### src/rtl/led_sequencer.sv
// LED colour sequencer.
// Cycles a 2-bit colour code (red, green, blue, yellow) for an external LED
// decoder. In auto mode each code is held for TICK_DIV*max(dwell,1) clock
// cycles. In manual mode the code advances on each step pulse. Sequencing
// can be paused and resumed. A second stop while paused returns to idle.
// All outputs come straight from flops.
module led_sequencer #(
  parameter int TICK_DIV = 4
) (
  input  logic       clk,
  input  logic       rst,
  input  logic       start,
  input  logic       stop,
  input  logic       step,
  input  logic       mode,
  input  logic [7:0] dwell,
  output logic [1:0] dataOut,
  output logic       ledOn,
  output logic       busy,
  output logic       wrap
);

  localparam int PW = (TICK_DIV > 1) ? $clog2(TICK_DIV) : 1;
  localparam logic [PW-1:0] PRESC_LAST = PW'(TICK_DIV - 1);

  typedef enum logic [1:0] {
    IDLE  = 2'd0,
    RUN   = 2'd1,
    PAUSE = 2'd2
  } state_t;

  state_t          state_q;
  logic [1:0]      code_q;
  logic            ledOn_q;
  logic            busy_q;
  logic            wrap_q;
  logic [PW-1:0]   presc_q;
  logic [7:0]      dwellCnt_q;
  logic [7:0]      dwellLat_q;
  logic            mode_q;

  logic [7:0]      dwellEff;
  logic            tick;
  logic            expire;
  logic            modeChange;

  // Timer decode: a dwell of zero behaves as one tick; expiry is the last tick of a colour
  always_comb begin
    dwellEff   = (dwellLat_q == 8'd0) ? 8'd1 : dwellLat_q;
    tick       = (presc_q == PRESC_LAST);
    expire     = tick && (dwellCnt_q == (dwellEff - 8'd1));
    modeChange = (mode != mode_q);
  end

  // Sequencer FSM with registered outputs; stop always beats start and any advance
  always_ff @(posedge clk) begin
    if (rst) begin
      state_q    <= IDLE;
      code_q     <= 2'd0;
      ledOn_q    <= 1'b0;
      busy_q     <= 1'b0;
      wrap_q     <= 1'b0;
      presc_q    <= '0;
      dwellCnt_q <= 8'd0;
      dwellLat_q <= 8'd0;
      mode_q     <= 1'b0;
    end else begin
      wrap_q <= 1'b0;
      mode_q <= mode;
      case (state_q)
        IDLE: begin
          if (start && !stop) begin
            state_q    <= RUN;
            code_q     <= 2'd0;
            presc_q    <= '0;
            dwellCnt_q <= 8'd0;
            dwellLat_q <= dwell;
            ledOn_q    <= 1'b1;
            busy_q     <= 1'b1;
          end
        end
        RUN: begin
          if (stop) begin
            state_q <= PAUSE;
            ledOn_q <= 1'b0;
          end else if (modeChange) begin
            presc_q    <= '0;
            dwellCnt_q <= 8'd0;
          end else if (!mode) begin
            if (tick) begin
              presc_q <= '0;
              if (expire) begin
                code_q     <= code_q + 2'd1;
                wrap_q     <= (code_q == 2'd3);
                dwellCnt_q <= 8'd0;
                dwellLat_q <= dwell;
              end else begin
                dwellCnt_q <= dwellCnt_q + 8'd1;
              end
            end else begin
              presc_q <= presc_q + PW'(1);
            end
          end else begin
            presc_q    <= '0;
            dwellCnt_q <= 8'd0;
            if (step) begin
              code_q <= code_q + 2'd1;
              wrap_q <= (code_q == 2'd3);
            end
          end
        end
        PAUSE: begin
          if (stop) begin
            state_q <= IDLE;
            code_q  <= 2'd0;
            ledOn_q <= 1'b0;
            busy_q  <= 1'b0;
          end else if (start) begin
            state_q    <= RUN;
            presc_q    <= '0;
            dwellCnt_q <= 8'd0;
            dwellLat_q <= dwell;
            ledOn_q    <= 1'b1;
          end
        end
        default: begin
          state_q <= IDLE;
          code_q  <= 2'd0;
          ledOn_q <= 1'b0;
          busy_q  <= 1'b0;
        end
      endcase
    end
  end

  assign dataOut = code_q;
  assign ledOn   = ledOn_q;
  assign busy    = busy_q;
  assign wrap    = wrap_q;

endmodule

### config.mk
export PLATFORM = sky130hd
export DESIGN_NAME = led_sequencer
export DESIGN_NICKNAME = d
export VERILOG_FILES = /design/src/rtl/led_sequencer.sv
export SDC_FILE = /design/constraint.sdc
export NUM_CORES = 1
export LEC_CHECK = 0
export CAP_MARGIN = 20
export CORE_MARGIN = 4
export CORE_UTILIZATION = 54
export CTS_BUF_LIST = sky130_fd_sc_hd__clkbuf_16
export DETAILED_ROUTE_END_ITERATION = 16
export PLACE_DENSITY = 0.77
export SETUP_SLACK_MARGIN = 0.2
export SLEW_MARGIN = 20
export SYNTH_ARGS = -nofsm -noshare
export SYNTH_HDL_FRONTEND = slang
export SYNTH_SLANG_ARGS = --single-unit
### constraint.sdc
create_clock -name clk -period 2.9 [get_ports clk]
set_input_delay 0.87 -clock clk [delete_from_list [all_inputs] [get_ports clk]]
set_output_delay 0.87 -clock clk [all_outputs]
set_load 0.02 [all_outputs]
Figure 1. I/O nets highlighted.
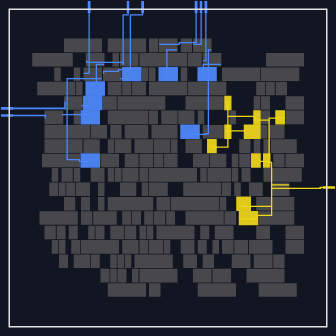
[yellow] stop | bits: 1 | direction: input | end cells: 11 | buffers: 1 | wire: 74.1 um
[blue] dwell | bits: 8 | direction: input | end cells: 8 | buffers: 8 | wire: 172 um

Figure 2. The clock network.
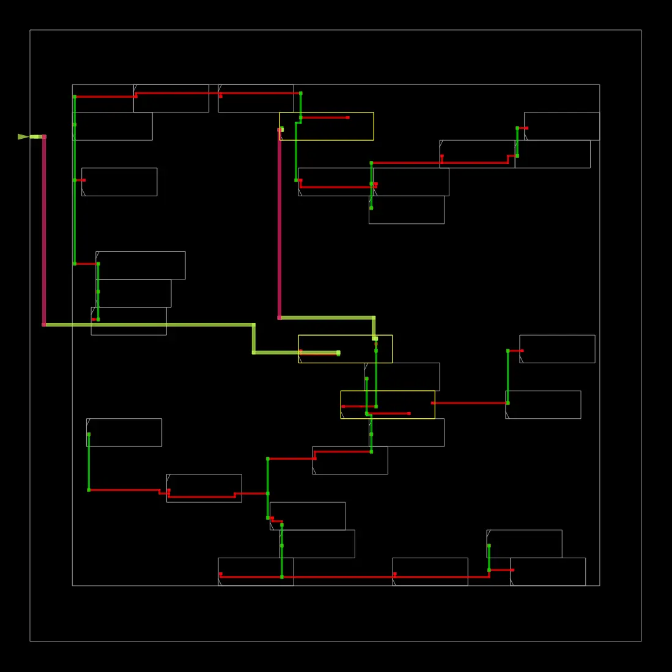
number of buffers created by CTS: 3
power in the clock group: 0.295 mW
clock latency on the worst-skew pair: 0.26 ns

Figure 3. Drive-strength map.
Scale bar: 20 um.
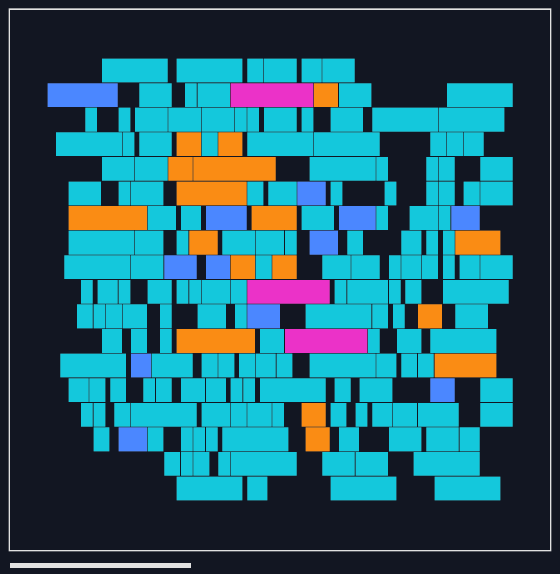
[blue] x2 | cells: 12 | most used: a21oi_2
[cyan] x1 and smaller | cells: 168 | most used: dfxtp_1
[magenta] x6 and larger | cells: 3 | most used: clkbuf_16
[orange] x3 and x4 | cells: 17 | most used: buf_4

==> results.txt <==
run status: complete, no violations
comb area leader: simple AND/OR/NAND/NOR gates
Seq cells post-synth: 26
Plain + repair buffers: 27
Max Cap Violations: 0
Yosys chip area: 1450 sq um
flop share of the area: 28.6%
CP Capture Point: dataOut[0]
Commonest flop: dfxtp_1
Synth area leader: dfxtp_1
global routing usage on met3: 3.89%
peak supply drop: 0.444 mV
Worst slew margin: 69.8%
asr flop ratio synth: 0%
Finished Layout Cells: 230
comb pwr: 0.162 mW
min-delay src: presc_q[1]
ANT cells: 0
root buffer cell: clkbuf_16
Metal-1 WL: 1.50 mm
Worst EP arrival: 2.85 ns
WHS: 0.481 ns
routed len/inst: 16.1 um
largest net degree at the start of global routing: 17
Design Power: 0.835 mW
Net Sw Frac: 24.5%
drt first-iter violations: 132
top flop regs: dwellCnt_q x8, dwellLat_q x8
grt met2 use: 36.6%
Syn Area/Cell: 8.16 sq um
fillers: 193
Unique cell types: 43
core box area: 2520 sq um
Final Worst Setup Slack: 0.232 ns
Die Area: 3570 sq um
Final Hold Fails: 0
minimum clock period: 2.67 ns
crit-path cells: inv_1 > a31oi_2 > ha_4 > and2_4 > nor4b_4 > a31oi_1 > and4b_4 > a31o_1 > or4b_4 > a21oi_2
Critical R2R Launch: dwellLat_q[1]
Top Usage Layer GRT: met2
instance count on the critical path: 10
placed inst area: 1660 sq um
Power and IR drop assume default switching activity.
